### Wiring heat map, run 1

Bar = 50 um. 36 x 36 tiles, from black (low) to pale yellow (high), scaled to the fullest tile. Values are wire area over tile area, all layers added.
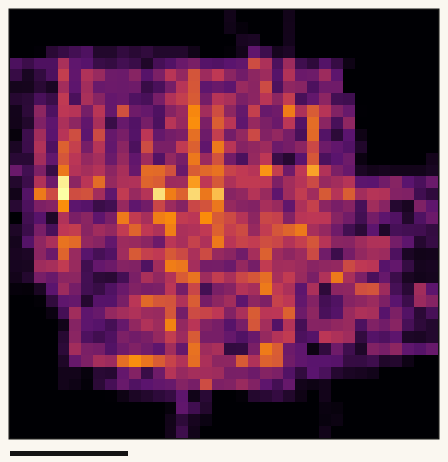
### Placement by cell class, run 1

Fill, decap, tap and diode cells in gray.
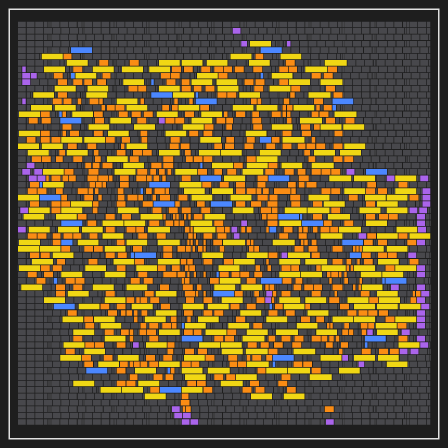
### Sequential cells grouped by signal name, run 1

Other sequential cells in the stronger gray, the rest of the logic in the fainter gray.
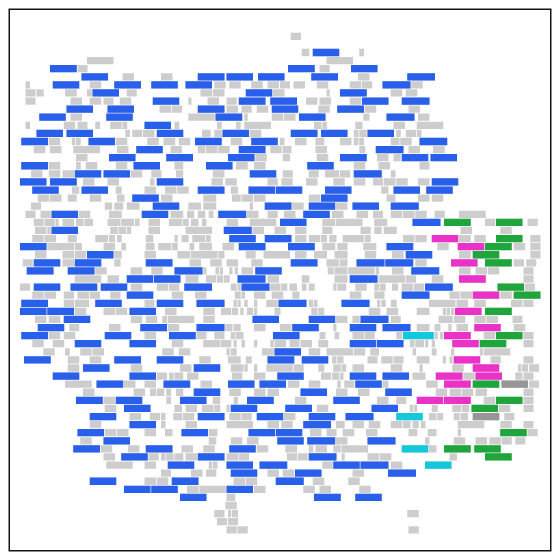
--- config.mk ---
export PLATFORM = sky130hd
export DESIGN_NAME = tnn_feature_encoder_flat
export DESIGN_NICKNAME = d
export VERILOG_FILES = /design/src/rtl/tnn_enc_pkg.sv /design/src/rtl/tnn_feature_encoder_if.sv /design/src/rtl/tnn_quantizer.sv /design/src/rtl/tnn_feature_encoder.sv /design/src/flat_wrapper.sv
export SDC_FILE = /design/constraint.sdc
export NUM_CORES = 1
export LEC_CHECK = 0
export CAP_MARGIN = 15
export CORE_MARGIN = 3
export CORE_UTILIZATION = 40
export DETAILED_ROUTE_END_ITERATION = 16
export PLACE_DENSITY = 0.64
export SKIP_CTS_REPAIR_TIMING = 1
export SLEW_MARGIN = 20
export SYNTH_ARGS = -nofsm -noshare
export SYNTH_HDL_FRONTEND = slang
export SYNTH_SLANG_ARGS = --single-unit
--- constraint.sdc ---
create_clock -name clk -period 28.1 [get_ports clk]
set_input_delay 8.43 -clock clk [delete_from_list [all_inputs] [get_ports clk]]
set_output_delay 8.43 -clock clk [all_outputs]
set_load 0.005 [all_outputs]
--- src/rtl/tnn_enc_pkg.sv ---
// Shared sizing, reset thresholds and FSM encoding for the TNN feature encoder.
// Q_W is fixed at 2 bits: a sample is placed in one of four threshold bands.
package tnn_enc_pkg;
  localparam int N_FEAT = 9;
  localparam int RAW_W  = 8;
  localparam int Q_W    = 2;

  localparam int DEF_THR [3] = '{64, 128, 192};

  typedef enum logic {
    COLLECT = 1'b0,
    HOLD    = 1'b1
  } state_t;
endpackage

--- src/rtl/tnn_feature_encoder_if.sv ---
// Encoder boundary bus: raw sample stream in, threshold config, packed vector out.
// The master side drives samples/config and m_ready; the slave side is the encoder.
interface tnn_feature_encoder_if #(
  parameter int N_FEAT = tnn_enc_pkg::N_FEAT,
  parameter int RAW_W  = tnn_enc_pkg::RAW_W,
  parameter int Q_W    = tnn_enc_pkg::Q_W
);
  logic                    s_valid;
  logic                    s_ready;
  logic [RAW_W-1:0]        s_data;
  logic                    s_last;
  logic                    cfg_we;
  logic [3:0]              cfg_feat;
  logic [1:0]              cfg_sel;
  logic [RAW_W-1:0]        cfg_data;
  logic                    m_valid;
  logic                    m_ready;
  logic [N_FEAT*Q_W-1:0]   m_feat;

  modport master (
    output s_valid, s_data, s_last, cfg_we, cfg_feat, cfg_sel, cfg_data, m_ready,
    input  s_ready, m_valid, m_feat
  );

  modport slave (
    input  s_valid, s_data, s_last, cfg_we, cfg_feat, cfg_sel, cfg_data, m_ready,
    output s_ready, m_valid, m_feat
  );
endinterface

--- src/rtl/tnn_quantizer.sv ---
// Combinational 2-bit quantizer: counts how many of three thresholds the sample meets.
// Threshold order is not assumed, so non-ascending thresholds still give a plain count.
module tnn_quantizer #(
  parameter int RAW_W = 8,
  parameter int Q_W   = 2
) (
  input  logic [RAW_W-1:0] sample,
  input  logic [RAW_W-1:0] t0,
  input  logic [RAW_W-1:0] t1,
  input  logic [RAW_W-1:0] t2,
  output logic [Q_W-1:0]   q
);
  logic ge0, ge1, ge2;

  assign ge0 = (sample >= t0);
  assign ge1 = (sample >= t1);
  assign ge2 = (sample >= t2);
  assign q   = Q_W'(ge0) + Q_W'(ge1) + Q_W'(ge2);
endmodule

--- src/rtl/tnn_feature_encoder.sv ---
// Collects N_FEAT raw samples, quantizes each against per-feature thresholds and
// presents the packed vector one cycle after the last accept, held until m_ready.
module tnn_feature_encoder #(
  parameter int N_FEAT = tnn_enc_pkg::N_FEAT,
  parameter int RAW_W  = tnn_enc_pkg::RAW_W,
  parameter int Q_W    = tnn_enc_pkg::Q_W
) (
  input  logic                        clk,
  input  logic                        rst,
  tnn_feature_encoder_if.slave        bus,
  output logic                        err
);
  import tnn_enc_pkg::*;

  localparam int                IDX_W    = $clog2(N_FEAT);
  localparam logic [IDX_W-1:0]  LAST_IDX = IDX_W'(N_FEAT - 1);

  state_t                 state, state_nxt;
  logic [IDX_W-1:0]       idx;
  logic [RAW_W-1:0]       thr [N_FEAT][3];
  logic [Q_W-1:0]         slot [N_FEAT];
  logic [Q_W-1:0]         q;
  logic [N_FEAT*Q_W-1:0]  vec_nxt;
  logic [N_FEAT*Q_W-1:0]  feat_reg;
  logic                   accept;
  logic                   at_last;

  // One quantizer shared by all features; the threshold set follows the slot index.
  tnn_quantizer #(.RAW_W(RAW_W), .Q_W(Q_W)) u_quant (
    .sample (bus.s_data),
    .t0     (thr[idx][0]),
    .t1     (thr[idx][1]),
    .t2     (thr[idx][2]),
    .q      (q)
  );

  assign accept      = bus.s_valid && (state == COLLECT);
  assign at_last     = (idx == LAST_IDX);
  assign bus.m_feat  = feat_reg;

  always_ff @(posedge clk or posedge rst) begin
    if (rst) begin
      state <= COLLECT;
    end else begin
      state <= state_nxt;
    end
  end

  always_comb begin
    state_nxt   = state;
    bus.s_ready = 1'b0;
    bus.m_valid = 1'b0;
    case (state)
      COLLECT: begin
        bus.s_ready = 1'b1;
        if (accept && at_last) begin
          state_nxt = HOLD;
        end
      end
      HOLD: begin
        bus.m_valid = 1'b1;
        if (bus.m_ready) begin
          state_nxt = COLLECT;
        end
      end
      default: state_nxt = COLLECT;
    endcase
  end

  // The final slot comes straight from the quantizer so the vector registers on the last accept.
  always_comb begin
    vec_nxt = '0;
    for (int k = 0; k < N_FEAT; k++) begin
      vec_nxt[k*Q_W +: Q_W] = (k == N_FEAT - 1) ? q : slot[k];
    end
  end

  always_ff @(posedge clk or posedge rst) begin
    if (rst) begin
      idx      <= '0;
      err      <= 1'b0;
      feat_reg <= '0;
      for (int k = 0; k < N_FEAT; k++) begin
        slot[k] <= '0;
      end
    end else if (accept) begin
      slot[idx] <= q;
      if (at_last) begin
        idx      <= '0;
        feat_reg <= vec_nxt;
        if (!bus.s_last) begin
          err <= 1'b1;
        end
      end else if (bus.s_last) begin
        // Early s_last: drop the partial vector and restart framing.
        idx <= '0;
        err <= 1'b1;
      end else begin
        idx <= idx + 1'b1;
      end
    end
  end

  // Out-of-range feature or cfg_sel==3 simply matches no register.
  always_ff @(posedge clk or posedge rst) begin
    if (rst) begin
      for (int f = 0; f < N_FEAT; f++) begin
        for (int j = 0; j < 3; j++) begin
          thr[f][j] <= RAW_W'(DEF_THR[j]);
        end
      end
    end else begin
      for (int f = 0; f < N_FEAT; f++) begin
        for (int j = 0; j < 3; j++) begin
          if (bus.cfg_we && bus.cfg_feat == f[3:0] && bus.cfg_sel == j[1:0]) begin
            thr[f][j] <= bus.cfg_data;
          end
        end
      end
    end
  end
endmodule

--- src/flat_wrapper.sv ---
// flat-port wrapper written by rule: the top's interface ports become plain ports
module tnn_feature_encoder_flat import tnn_enc_pkg::*;
#(
  parameter int N_FEAT = tnn_enc_pkg::N_FEAT,
  parameter int RAW_W  = tnn_enc_pkg::RAW_W,
  parameter int Q_W    = tnn_enc_pkg::Q_W
)
  (clk, rst, err, bus_s_valid, bus_s_data, bus_s_last, bus_cfg_we, bus_cfg_feat, bus_cfg_sel, bus_cfg_data, bus_m_ready, bus_s_ready, bus_m_valid, bus_m_feat);
  tnn_feature_encoder_if #(.N_FEAT(N_FEAT), .RAW_W(RAW_W), .Q_W(Q_W)) bus_i ();
  input  logic clk;
  input  logic rst;
  output logic err;
  input wire logic [$bits(bus_i.s_valid)-1:0] bus_s_valid;
  input wire logic [$bits(bus_i.s_data)-1:0] bus_s_data;
  input wire logic [$bits(bus_i.s_last)-1:0] bus_s_last;
  input wire logic [$bits(bus_i.cfg_we)-1:0] bus_cfg_we;
  input wire logic [$bits(bus_i.cfg_feat)-1:0] bus_cfg_feat;
  input wire logic [$bits(bus_i.cfg_sel)-1:0] bus_cfg_sel;
  input wire logic [$bits(bus_i.cfg_data)-1:0] bus_cfg_data;
  input wire logic [$bits(bus_i.m_ready)-1:0] bus_m_ready;
  output wire logic [$bits(bus_i.s_ready)-1:0] bus_s_ready;
  output wire logic [$bits(bus_i.m_valid)-1:0] bus_m_valid;
  output wire logic [$bits(bus_i.m_feat)-1:0] bus_m_feat;
  assign bus_i.s_valid = bus_s_valid;
  assign bus_i.s_data = bus_s_data;
  assign bus_i.s_last = bus_s_last;
  assign bus_i.cfg_we = bus_cfg_we;
  assign bus_i.cfg_feat = bus_cfg_feat;
  assign bus_i.cfg_sel = bus_cfg_sel;
  assign bus_i.cfg_data = bus_cfg_data;
  assign bus_i.m_ready = bus_m_ready;
  assign bus_s_ready = bus_i.s_ready;
  assign bus_m_valid = bus_i.m_valid;
  assign bus_m_feat = bus_i.m_feat;
  tnn_feature_encoder #(.N_FEAT(N_FEAT), .RAW_W(RAW_W), .Q_W(Q_W)) u_core (.clk(clk), .rst(rst), .bus(bus_i), .err(err));
endmodule
==> results.txt, run 1 <==
On the backend side, the flow ran end to end.

The script reports the combined buffer and inverter count of the critical path as 2. The area fraction of the dominant cell type after synthesis stands at 0.446. After synthesis, the design contains 909 cells according to Yosys. Across the VDD grid, the largest voltage drop is 45.5 uV. The maximum number of pins on one net before global-route repair stands at 117.

The transition at the pin with the smallest max-transition slack stands at 1140 ps. STA classifies the critical path startpoint as an input pin. The pre-CTS setup check shows a worst slack of 16,820 ps. The count of tool warnings stands at 31. The STA report counts the stages on the worst setup path as 9.

Counting endpoints that fail hold in the final report gives 0. Per the GRT log, the top usage layer is met2. STA classifies the critical path endpoint as a flop.

The count of port buffers added during placement stands at 48. 0 antenna diodes ended up in the layout. In the global route stage, met1 resource usage came out at 0.256.

The post-layout worst setup margin stands at 17,340 ps. The number of enable flip-flop cells stands at 0. In this run the worst setup path begins at bus_s_data[0]. The end-of-flow core utilization stands at 0.465.

The flow ran to the end, and the final reports show no timing, DRC or antenna violations. The critical path arrival stands at 11,170 ps. According to the I/O placement log, the pin count is 49. The maximum buffer depth of the clock tree stands at 3.

According to the CTS report, the clock sink count is 256. STA shows the worst min-delay path finishing at u_core.err. The mean post-synth cell area stands at 13.6 um^2. The register with the most flip-flops in the layout has 216 of them. The number of instances in the synthesized netlist stands at 909.

The routed length on met2 stands at 12.9 mm. Per STA, the highest per-stage delay on the worst path measures 610 ps. In the layout the commonest cells are 303 x mux2_2, 219 x dfrtp_1, 45 x clkdlybuf4s50_1, 36 x mux2i_1, 36 x dfstp_2. STA lists the startpoint of the worst register-to-register path as u_core.idx[2].

The maximum fanout count along the critical path stands at 9. The region available for standard cell placement spans 30,000 um^2. Per STA, the endpoint of the critical path is u_core.slot[8]. The multi-input combinational cells in the finished layout cover a total of 5630 um^2.

The cell area power density stands at 69.3 nW/um^2. Looking at the clock tree report, the root buffer type is clkbuf_16. The endpoint identified for the worst register-to-register timing path is u_core.slot[8]. The flow measured a signed area growth from synthesis to layout of 13.3%. After legalization and detailed placement, the total HPWL measured 18.3 mm.

The number of global-route vias before repair stands at 7,781. According to the floorplan report, the die width is 182 um. The detailed router put a total of 14.1 mm of wire on met1. The register with the most flip-flops in the final layout is u_core.thr. The final timing report lists clock skew as 17.2 ps. Sorting the synthesis cell report by count puts at the top mux2_2. In the final design database the tool counted 997 nets. The global routing report lists combined usage of all routing layers as 0.173. The sum of overflow across all layers after global routing stands at 0.

The post-synth area from yosys stat stands at 12,300 um^2. The initial detailed-routing violation count stands at 350. According to the floorplan log, the row count is 63. Per the cell usage report, the commonest logic cell in the layout is mux2_2. Per the hold report, the tightest min-delay path originates at u_core.err.

The sequential standard cell area stands at 6450 um^2. The post-route worst hold slack stands at 489 ps. For this run, the leading register cell type out of synthesis is dfrtp_1. The wire length reported by the detailed router stands at 28.5 mm. The clock-pin slew of the registers on the worst-case setup and hold paths stands at 60 ps. Per the synthesis report, the number of distinct cell types is 45. The initial antenna violation count stands at 0.

The reg2reg setup slack stands at 23,090 ps. Per the CTS log, the maximum H-tree level is 1. The sum of negative setup slack stands at 0 ps. The initial core utilization stands at 0.411. The cell area after synthesis stands at 12,300 um^2.

The number of detailed-route iterations in the first pass stands at 4. In this run the cell area measured after placement is 13,200 um^2. In this design, the largest share of critical-path delay is due to adder cells. By startpoint and endpoint, the worst setup path is classified as in2reg.

After detailed routing, the met3 layer carries 837 um of wire. The total power consumption of the routed design stands at 968 uW. The share of the clock period used by the worst path after layout stands at 0.383. The tally of non-filler cells in the final layout stands at 1,351. In the post-synthesis netlist, the biggest area contributors are dfrtp_1 45%, mux2_2 28%, dfstp_2 7.7%. TritonCTS built the clock tree. In this run, placement finished with an instance count of 1,301.

The final-report setup violation count stands at 0. After detailed routing, no signal wire sits above met4. The number of inserted filler cells in the final layout stands at 2,701. The residual antenna-violating net count after detailed routing stands at 0. Per the detail_route report, vias per standard cell equal 5.53. The average wire length per cell after detail routing stands at 21.1 um. CTS added clock buffers totalling 27. For the worst flop-to-flop path, the logic depth is 12. The cell leakage power stands at 0.00623 uW.

The number of cells on the worst hold path stands at 1. The max-cap violation count stands at 0. Yosys printed 0 warnings. The async set-or-reset flop fraction in the synthesized netlist stands at 1.00.

The total vias in the final route stands at 7,472. The final timing report derives a shortest allowable period of 10,760 ps. Listed in order, past its start point the critical path passes clkdlybuf4s50_1 -> inv_1 -> ha_1 -> nand2b_1 -> a211oi_1 -> o21ai_0 -> a221o_1 -> fa_1 -> mux2_2. The headroom to the max-slew limit stands at 0.238. The wire length of the first global-routing pass stands at 45.6 mm. After synthesis the netlist holds a flip-flop and latch count of 256. The routability congestion estimate from global placement stands at 0.814. Per the timing report, the achievable frequency comes out to 92.9 MHz. At the worst endpoint, the required time is 28,510 ps.

Routing resource usage on met2 recorded by global route was 0.274. The type recorded for the worst min-delay path is reg2reg. Setup repair after global routing left no endpoint under its margin. Per the final layout report, the fraction of cells sized above drive strength 1 comes to 0.426.

Routing resource usage on met3 recorded by global route was 0.0198. The chip footprint stands at 33,000 um^2. Counting pins that exceed their max-slew limit in the final report gives 0. Summing all non-filler instances in the final layout gives an area of 14,000 um^2. Among all stages on the critical path, the largest delay is contributed by fa_1. Measured along the y axis, the die boundary spans 182 um. For this run, the register share of the synthesized area comes to 0.523.

By count the netlist is led by 303 x mux2_2, 220 x dfrtp_1, 43 x clkbuf_1, 36 x dfstp_2, 36 x mux2i_1. The later pin in the worst-skew pair is clocked with a latency of 540 ps. dfrtp_1 takes more of the synthesized area than any other cell. The synthesized netlist net count stands at 966.

The routed layout reports a DRC error count of 0.
Back to the opening pictures, 'Wiring heat map':
nearly empty tiles: 27%
densest ninth of the die: center
tiles over half the peak: 13%
fullest tile: 0.53
emptiest ninth of the die: north-east

Back to the opening pictures, 'Placement by cell class':
| color | class | cells | share of their area |
|---|---|---|---|
| orange | combinational and other logic | 594 | 42% |
| yellow | sequential cells | 256 | 48% |
| purple | remaining buffers and delay cells | 61 | 4.2% |
| blue | clock drivers and dummy loads | 50 | 6.0% |

Back to the opening pictures, 'Sequential cells grouped by signal name':
| color | name in the netlist | sequential cells |
|---|---|---|
| cyan | u_core.idx | 4 |
| magenta | u_core.slot | 16 |
| green | u_core.bus.m_feat | 18 |
| blue | u_core.thr | 216 |

-- run 1: cell type report --
type	count	area share
Sequential cell	256	0.462
Multi-Input combinational cell	588	0.403
Clock buffer	45	0.0554
Timing Repair Buffer	61	0.0403
Tap cell	390	0.0349
Inverter	6	0.00215
Clock inverter	5	0.00206
-- run 1: logic make-up (layout without fill, tap and decap cells) --
logic type	after synthesis	count (layout)	synth area share
XOR/XNOR	1	1	0.000710
multiplexers	340	340	0.307
adder cells (fa/ha/maj)	29	29	0.0300
AND/OR/NAND/NOR	93	93	0.0434
buffers and inverters	65	117	0.0211
AND-OR/OR-AND	125	125	0.0747
flip-flops	256	256	0.523
-- run 1: where the power goes --
part,total (uW),switching (uW),internal [uW]
logic,181,88.0,93.0
registers,457,29.8,427
clock network,330,143,187
==> run 1 -> run 2 <==
clock period = 10 ns   (was 28.1 ns; I/O delays follow)
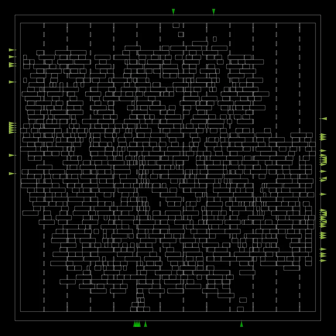
*Cell placement, run 2*
sequential share of cell area: 0.456
standard-cell rows: 63
sequential cells: 256

==> results.txt, run 2 <==
On the backend side, the flow ran end to end.

The synthesized netlist net count stands at 966 (unchanged). The launch point of the worst min-delay path is recorded as u_core.thr[176]. The number of global-route vias before repair stands at 7,709 (-0.93%). The number of flip-flops under the largest register name stands at 216 (unchanged).

The layer flagged by global routing as most heavily used is met2. Per the timing report, the most critical flop-to-flop path finishes at u_core.slot[16]. The final-report setup violation count stands at 0 (unchanged).

The sum of negative setup slack was 0 ps (unchanged). The routed length on met2 stands at 13.0 mm (+0.11%). The chip footprint stands at 33,000 um^2 (unchanged).

Grouping stages by cell kind, the critical path spends the most delay in adder cells. The endpoint required time on the critical path was 10,420 ps (-18,090 ps). The number of detailed-route iterations in the first pass was 5 (+1). The combinational share of cell area stands at 0.398 (-0.00534). STA classifies the critical path endpoint as a flop. The total length of routed met3 wires was 820 um (-2.0%). The clock network area share was 0.0696 (+0.0121). The maximum number of pins on one net before global-route repair came to 170 (+45%). The area fraction in full adders, half adders and majority gates was 0.0300 (unchanged). The portion of the layout cell area used by non-clock buffers stands at 0.0401 (-0.000181). The via-per-instance ratio stands at 5.59 (+1.0%).

The complex-gate fraction of the synthesized area stands at 0.0747 (unchanged). The switching power summed over all nets came to 743 uW (+180%). The synthesis-stage register bit count came to 256 (unchanged).

The maximum buffer depth of the clock tree was 3 (unchanged). The met3 usage in global routing stands at 0.0234 (+0.00361). The instance area after placement is 13,200 um^2 (about the same). The combinational power share stands at 0.176 (-0.011). The cell area power density was 203 nW/um^2 (+190%). For reference, the top logic cell family by area is multiplexers. The routability congestion estimate from global placement stands at 0.802 (-1.4%). The synthesis run shows the most used standard cells to be 303 x mux2_2, 220 x dfrtp_1, 43 x clkbuf_1, 36 x dfstp_2, 36 x mux2i_1. The number of enable flip-flop cells came to 0 (unchanged). The slowest stage of the critical path is the fa_1 cell. The area growth from synthesis to final layout stands at 14.8%. The number of non-clock buffers stands at 60 (-1.6%).

The synthesis stats list as the most numerous cell mux2_2. The number of logic gates came to 588 (unchanged). The end-of-flow core utilization stands at 0.471 (+0.00625).

Per report_power, the top consumer among the power groups is sequential cells. The async set-or-reset flop fraction in the synthesized netlist stands at 1.00 (unchanged). The clock sink total stands at 256 (unchanged).

The number of distinct library cells after synthesis was 45 (unchanged). The sequential standard cell area stands at 6450 um^2 (unchanged). The count of tool warnings stands at 31 (unchanged). The initial core utilization was 0.411 (unchanged). The worst slack at placement was 4140 ps (-12,680 ps). Hold analysis lists the worst path endpoint as u_core.thr[176]. The switching power share of the total is 0.259 (-0.0109).

The post-layout worst setup margin stands at 4670 ps (-12,670 ps). The multi-input combinational cell area stands at 5630 um^2 (unchanged). The post-synth area from yosys stat stands at 12,300 um^2 (unchanged).

Looking at the cell usage after synthesis, the top flip-flop cell is dfrtp_1. The hold violation count in the final report stands at 0 (unchanged). The chip height stands at 182 um (unchanged). The clock power share stands at 0.377 (+0.036). The initial antenna violation count came to 0 (unchanged). The H-tree depth reported by CTS was 1 (unchanged). The count of port buffers added during placement stands at 48 (unchanged).

The number of cells on the worst hold path came to 1 (unchanged). The maximum fanout count along the critical path is 9 (unchanged). The met1 layer usage reported by global route stands at 0.254 (-0.00217).

The headroom to the max-slew limit was 0.233 (-0.00498). TritonCTS built the clock tree. The maximum vdd ir drop is 125 uV (+180%).

The wire length of the first global-routing pass was 45.2 mm (-0.88%). In the setup report, the worst path falls into the class in2reg. The sequential cell area fraction in the yosys report stands at 0.523 (unchanged). Of the available clock period, the critical path in the final layout requires 0.533. The flow ran to the end, and the final reports show no timing, DRC or antenna violations. The proportion of layout cells with a drive suffix above 1 is 0.433 (+0.00787).

The total power consumption of the routed design is 2870 uW (+200%). The tally of non-filler cells in the final layout is 1,352 (+0.074%). The count of non-CTS inverters in the layout stands at 6 (unchanged). CTS placed an instance of clkbuf_16 at the clock tree root.

The number of inserted filler cells in the final layout is 2,689 (-0.44%). In this run the top signal layer used is met4. STA classifies the critical path startpoint as an input pin. For the worst reg-to-reg path, the startpoint reported by OpenROAD is u_core.idx[2]. The residual antenna-violating net count after detailed routing stands at 0 (unchanged). The finished layout cell area is 14,200 um^2 (+1.3%).

The horizontal die dimension stands at 182 um (unchanged). The clock-pin slew of the registers on the worst-case setup and hold paths came to 60 ps (about the same). The class occupying the most area after layout is reported as sequential cells.

The cell count in the Yosys report was 909 (unchanged). Setup repair after global routing left no endpoint under its margin. The cell total after placement is 1,300 (-0.077%).

The yosys synthesis warning count stands at 0 (unchanged). The share of the synthesized netlist area taken by xor and xnor gates is 0.000710 (unchanged). The flip-flop and latch power came to 1280 uW (+180%).

The sum of routed wire segments on met1 was 14.0 mm (-0.92%). The final routed DRC violation total is 0 (unchanged). The power share of the sequential group came to 0.447 (-0.025). Leaving out fill and tap cells, the most frequent cells in the layout are 303 x mux2_2, 219 x dfrtp_1, 45 x clkdlybuf4s50_1, 36 x mux2i_1, 36 x dfstp_2. The max-cap violation count came to 0 (unchanged). The number of instances in the synthesized netlist stands at 909 (unchanged). Yosys attributes the largest share of cell area to dfrtp_1 45%, mux2_2 28%, dfstp_2 7.7%. The type recorded for the worst min-delay path is reg2reg. The initial detailed-routing violation count was 386 (+10%). The clock network latency to the later pin of the worst-skew pair was 550 ps (about the same). The overall global routing resource usage stands at 0.172 (-0.000907). The cell leakage power is 0.00632 uW (+1.5%). The transition at the pin with the smallest max-transition slack stands at 1150 ps (+7.45 ps). The clock group total power stands at 1080 uW (+230%). The critical path arrival came to 5760 ps (-5410 ps). The delay of the slowest cell on the worst path is 610 ps (about the same). The number of tap instances stands at 390 (unchanged). The mean post-synth cell area stands at 13.6 um^2 (unchanged). Counting only logic cells after layout, the most numerous master is mux2_2. The largest register by flop count is u_core.thr. The post-route worst hold slack stands at 495 ps (+5.78 ps). The number of buffer and inverter stages on the critical path stands at 2 (unchanged). The cell area after synthesis was 12,300 um^2 (unchanged). The sum of overflow across all layers after global routing stands at 0 (unchanged). The layout net count came to 997 (unchanged). The final HPWL from detailed placement is 18.0 mm (-1.6%). The number of buffers created by CTS came to 28 (+3.7%). The clock tree buffer count of the final layout was 46 (+2.2%).

The area fraction of the dominant cell type after synthesis stands at 0.446 (unchanged). The internal power component was 2130 uW (+200%). The core area stands at 30,000 um^2 (unchanged).

The number of max-slew violations in the final report stands at 0 (unchanged). The met2 capacity usage during global routing is 0.273 (-0.00134). The simple-gate share of the synthesized area came to 0.0434 (unchanged).

The number of top-level design ports came to 49 (unchanged). The reg2reg setup slack stands at 5010 ps (-18,080 ps). For reference, the critical path cell chain is clkdlybuf4s50_1 -> inv_1 -> ha_1 -> nand2b_1 -> a211oi_1 -> o21ai_0 -> a221o_1 -> fa_1 -> mux2_2. The routed design could run at a clock period as short as 5330 ps. The wire length reported by the detailed router stands at 28.3 mm (-0.75%).

Per the synthesis report, the dominant area consumer among library cells is dfrtp_1.
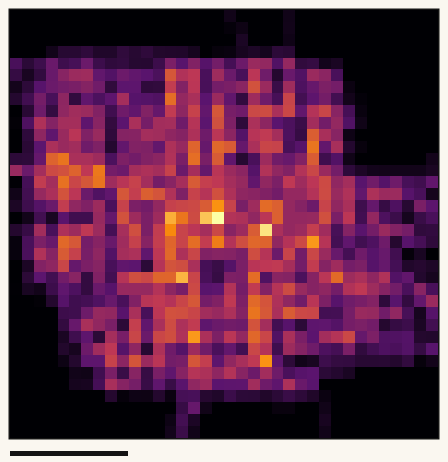
*Wiring heat map, run 2*
Bar = 50 um. 36 x 36 tiles, from black (low) to pale yellow (high), scaled to the fullest tile. Values are wire area over tile area, all layers added.
mean over tiles: 0.13
tiles over half the peak: 12%
emptiest ninth of the die: north-east

==> run 2: cell types whose count changed in the layout (fill, tap and decap cells not counted), sizes merged <==
| cell | delta |
|---|---|
| clkbuf | +1 |
| bufinv | +3 |
| buf | -1 |
| clkinv | -1 |
| inv | -1 |
==> run 2: worst max path at each step <==
stage               cells after the start               endpoint           from  slack [ps]
detailed placement                      9        u_core.slot[16]  bus_s_data[0]        4140
CTS                                     9        u_core.slot[16]  bus_s_data[0]        4690
floorplan                               1   u_core.bus.m_feat[0]            rst          20
global placement                        9  u_core.bus.m_feat[16]  bus_s_data[0]        4160
global route                            9         u_core.slot[6]  bus_s_data[0]        4520
finish                                  9        u_core.slot[16]  bus_s_data[0]        4670
Power figures rest on the tool's default switching activity, not on a simulated workload.
